$ cat config.mk
export PLATFORM = sky130hd
export DESIGN_NAME = motor_cmd_scheduler
export DESIGN_NICKNAME = d
export VERILOG_FILES = /design/src/rtl/motor_cmd_scheduler.sv
export SDC_FILE = /design/constraint.sdc
export NUM_CORES = 1
export LEC_CHECK = 0
export CORE_MARGIN = 4
export CORE_UTILIZATION = 55
export CTS_CLUSTER_SIZE = 16
export DETAILED_ROUTE_END_ITERATION = 7
export GPL_ROUTABILITY_DRIVEN = 0
export PLACE_DENSITY = 0.77
export SLEW_MARGIN = 20
export SYNTH_ARGS = -nofsm -noshare
export SYNTH_HDL_FRONTEND = slang
export SYNTH_SLANG_ARGS = --single-unit
$ cat constraint.sdc
create_clock -name clk -period 7.8 [get_ports clk]
set_input_delay 0.78 -clock clk [delete_from_list [all_inputs] [get_ports clk]]
set_output_delay 0.78 -clock clk [all_outputs]
set_load 0.05 [all_outputs]
$ cat src/rtl/motor_cmd_scheduler.sv
// Motor command scheduler: arbitrates estop/manual/auto sources, paces JSON motor
// frames through json_uart_sender, re-sends on heartbeat and recovers from a stalled sender.
module motor_cmd_scheduler #(
   parameter int unsigned HEARTBEAT_CYCLES = 50000000,
   parameter int unsigned MIN_GAP_CYCLES   = 1000,
   parameter int unsigned FRAME_TIMEOUT    = 100000,
   parameter int unsigned CNT_W            = 16
) (
   input  logic             clk,
   input  logic             rst,
   input  logic             estop,
   input  logic             manual_valid,
   input  logic [4:0]       manual_cmd,
   input  logic             auto_valid,
   input  logic [4:0]       auto_cmd,
   input  logic             uart_valid,
   input  logic             uart_ready,
   output logic [4:0]       motor_cmd,
   output logic             trigger,
   output logic             busy,
   output logic [1:0]       source,
   output logic [CNT_W-1:0] frames_sent,
   output logic [7:0]       last_bytes,
   output logic             timeout_err
);

   localparam logic [2:0] S_IDLE       = 3'd0;
   localparam logic [2:0] S_TRIG       = 3'd1;
   localparam logic [2:0] S_WAIT_START = 3'd2;
   localparam logic [2:0] S_WAIT_DONE  = 3'd3;
   localparam logic [2:0] S_GAP        = 3'd4;

   localparam logic [4:0] CMD_STOP = 5'b00001;

   localparam logic [1:0] SRC_NONE   = 2'd0;
   localparam logic [1:0] SRC_AUTO   = 2'd1;
   localparam logic [1:0] SRC_MANUAL = 2'd2;
   localparam logic [1:0] SRC_ESTOP  = 2'd3;

   localparam int unsigned HB_W  = $clog2(HEARTBEAT_CYCLES + 1);
   localparam int unsigned GAP_W = $clog2(MIN_GAP_CYCLES + 1);
   localparam int unsigned TO_W  = $clog2(FRAME_TIMEOUT + 1);

   localparam logic [HB_W-1:0]  HB_LAST  = HB_W'(HEARTBEAT_CYCLES - 1);
   localparam logic [GAP_W-1:0] GAP_LAST = GAP_W'(MIN_GAP_CYCLES - 1);
   localparam logic [TO_W-1:0]  TO_LAST  = TO_W'(FRAME_TIMEOUT - 1);

   logic [2:0]       state;
   logic             first_frame;
   logic             hb_due;
   logic [4:0]       last_sent_cmd;
   logic [HB_W-1:0]  hb_cnt;
   logic [GAP_W-1:0] gap_cnt;
   logic [TO_W-1:0]  to_cnt;
   logic [7:0]       byte_cnt;

   logic [4:0]       sel_cmd;
   logic [1:0]       sel_src;
   logic             send;

   // With no active source the previously latched command and source are held.
   always_comb begin
      sel_cmd = motor_cmd;
      sel_src = source;
      if (estop) begin
         sel_cmd = CMD_STOP;
         sel_src = SRC_ESTOP;
      end else if (manual_valid) begin
         sel_cmd = $onehot(manual_cmd) ? manual_cmd : CMD_STOP;
         sel_src = SRC_MANUAL;
      end else if (auto_valid) begin
         sel_cmd = $onehot(auto_cmd) ? auto_cmd : CMD_STOP;
         sel_src = SRC_AUTO;
      end
      send = first_frame || (sel_cmd != last_sent_cmd) || hb_due;
   end

   always_comb begin
      trigger = (state == S_TRIG);
      busy    = (state == S_TRIG) || (state == S_WAIT_START) || (state == S_WAIT_DONE);
   end

   always_ff @(posedge clk) begin
      if (!rst) begin
         state         <= S_IDLE;
         motor_cmd     <= CMD_STOP;
         source        <= SRC_NONE;
         frames_sent   <= '0;
         last_bytes    <= '0;
         timeout_err   <= 1'b0;
         first_frame   <= 1'b1;
         hb_due        <= 1'b0;
         last_sent_cmd <= CMD_STOP;
         hb_cnt        <= '0;
         gap_cnt       <= '0;
         to_cnt        <= '0;
         byte_cnt      <= '0;
      end else begin
         if ((state == S_IDLE) || (state == S_GAP)) begin
            if (hb_cnt == HB_LAST) begin
               hb_due <= 1'b1;
            end else begin
               hb_cnt <= hb_cnt + HB_W'(1);
            end
         end

         case (state)
            S_IDLE: begin
               if (send) begin
                  motor_cmd <= sel_cmd;
                  source    <= sel_src;
                  to_cnt    <= '0;
                  byte_cnt  <= '0;
                  state     <= S_TRIG;
               end
            end

            S_TRIG: begin
               state <= S_WAIT_START;
            end

            S_WAIT_START: begin
               if (uart_valid) begin
                  to_cnt <= to_cnt + TO_W'(1);
                  state  <= S_WAIT_DONE;
               end else if (to_cnt == TO_LAST) begin
                  timeout_err <= 1'b1;
                  gap_cnt     <= '0;
                  state       <= S_GAP;
               end else begin
                  to_cnt <= to_cnt + TO_W'(1);
               end
            end

            // Frame end is tested before the timeout so it wins when both coincide.
            S_WAIT_DONE: begin
               if (!uart_valid) begin
                  frames_sent   <= frames_sent + CNT_W'(1);
                  last_bytes    <= byte_cnt;
                  last_sent_cmd <= motor_cmd;
                  first_frame   <= 1'b0;
                  hb_due        <= 1'b0;
                  hb_cnt        <= '0;
                  gap_cnt       <= '0;
                  state         <= S_GAP;
               end else if (to_cnt == TO_LAST) begin
                  timeout_err <= 1'b1;
                  gap_cnt     <= '0;
                  state       <= S_GAP;
               end else begin
                  to_cnt <= to_cnt + TO_W'(1);
                  if (uart_ready && (byte_cnt != 8'hFF)) begin
                     byte_cnt <= byte_cnt + 8'd1;
                  end
               end
            end

            S_GAP: begin
               if (estop && (last_sent_cmd != CMD_STOP)) begin
                  state <= S_IDLE;
               end else if (gap_cnt == GAP_LAST) begin
                  state <= S_IDLE;
               end else begin
                  gap_cnt <= gap_cnt + GAP_W'(1);
               end
            end

            default: begin
               state <= S_IDLE;
            end
         endcase
      end
   end

endmodule

placement.png
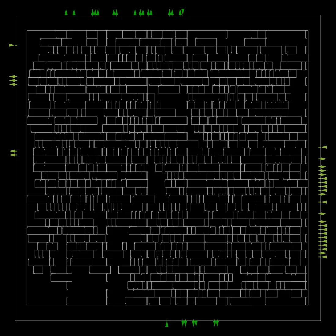
Tap Count: 129
flop count: 103
Final Util: 65.66%
fillcell total: 832

cell_density.png
Drawn at 4 px/um. The die is cut into 11 by 11 equal tiles; dark blue is low, red is high, 0 to 100% covered.
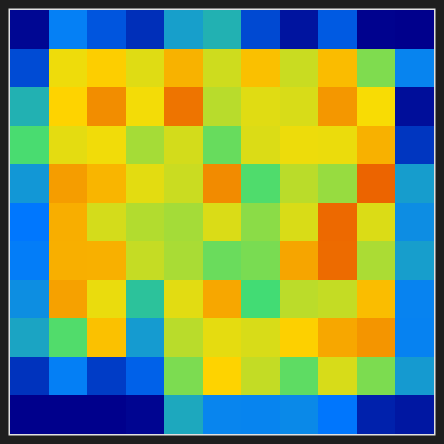
The mean over all tiles is 53%. The fullest tile reaches 89%. 5.8% of the tiles are nearly empty. 22% of the tiles are over 75% full.

io_fan.png
Drawn at 4 px/um.
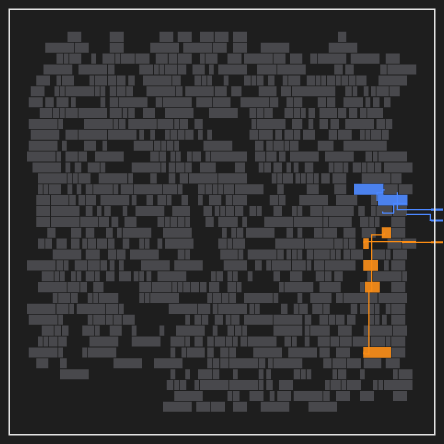
source: marked blue, bits 2, direction output, edge right, end cells 2, buffers 2, wire 33.8 um. manual_valid: marked orange, bits 1, direction input, edge right, end cells 5, buffers 1, wire 56.9 um.

layer_met1.png
Drawn at 6 px/um. Supply wires on this layer in gray.
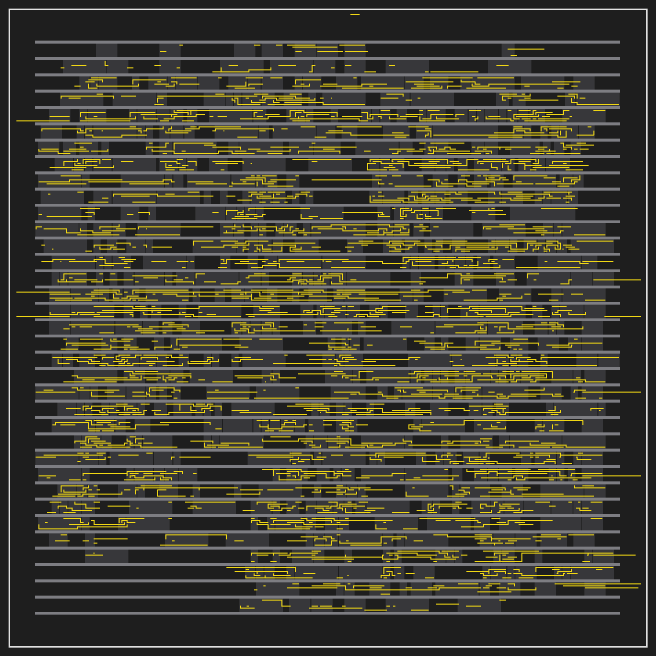
674 nets have wire on it. The wires run mostly horizontal. The layer carries 5440 um of wire.

sizes.png
Drawn at 4 px/um.
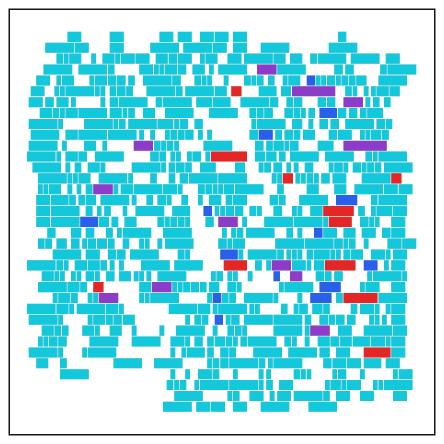
_6 and larger: marked purple, cells 12, most used clkbuf_8. _0 and _1 cells: marked cyan, cells 658, most used dfxtp_1. _2 cells: marked blue, cells 14. _3 and _4 cells: marked red, cells 11, most used buf_4.

==> out/results.ini <==
[critical_path]
rr_endpoint = hb_cnt[24]
critPathMaxStageDelay_ns = 0.60
startpoint = auto_cmd[1]
reg2regPathDepth = 5
crit_fanout = 12
ff2ff_setup_slack_ns = 4.88
worst-path-stages = 13

[cells_and_area]
clockBufferCount = 10
area_delta_synth_final_pct = 15.40
final-comb-area_mm2 = 0.003058
final_cell_mix = dfxtp_1 (103), nand2_1 (100), nor2_1 (77)
largest_reg_flops = 26
signal_buffers = 53
dominant_cells = multi-input combinational cells
non_clock_inverter_count = 22

[global_routing]
use_met2_pct = 37.89
grt_overflow = 0
grt_util_met1_pct = 27.95

[final_timing]
layout_setup_ws_ns = 3.420
fin_crit_ns = 4.380
fin_crit_sh_pct = 56.15
worst_pin_slew_ns = 0.8628
hold_slack_ns = 0.4471
hold_viol = 0

[yosys]
ys.flop_type = dfxtp_1
synthArstFlopShare_pct = 0
ys_warn_count = 0
synth-edff-count = 0
xor_area_share_pct = 5.471
ys_area_mm2 = 0.005283
ys_ff = 103
simple_gate_area_share_pct = 30.58
yosysTopAreaCell = dfxtp_1
ys_cells = 649
logic_family = simple AND/OR/NAND/NOR gates

[power]
power_frac_seq_pct = 50.0
swShare_pct = 29.01
power.density_mw_per_mm2 = 180.7

[routing]
vias_per_cell = 5.845
met1Wirelength_um = 5439
wl_per_cell_um = 14.74
dr_wl_met2_um = 5883

[clock_tree]
cts_tree = yes
ctsHoldBuffers = 0
path_clk_slew_ns = 0.09
clk_latency_ns = 0.37
cts_max_path_buffers = 2
cts-root-buf = clkbuf_8
post_cts_buffers = 0

[placed_design]
placed_cells = 809

[worst_hold_path]
min_path_cells = 2

[flow_run]
openroad.warnings = 26

[floorplan]
core-area_mm2 = 0.009284

[run_status]
status = finished clean

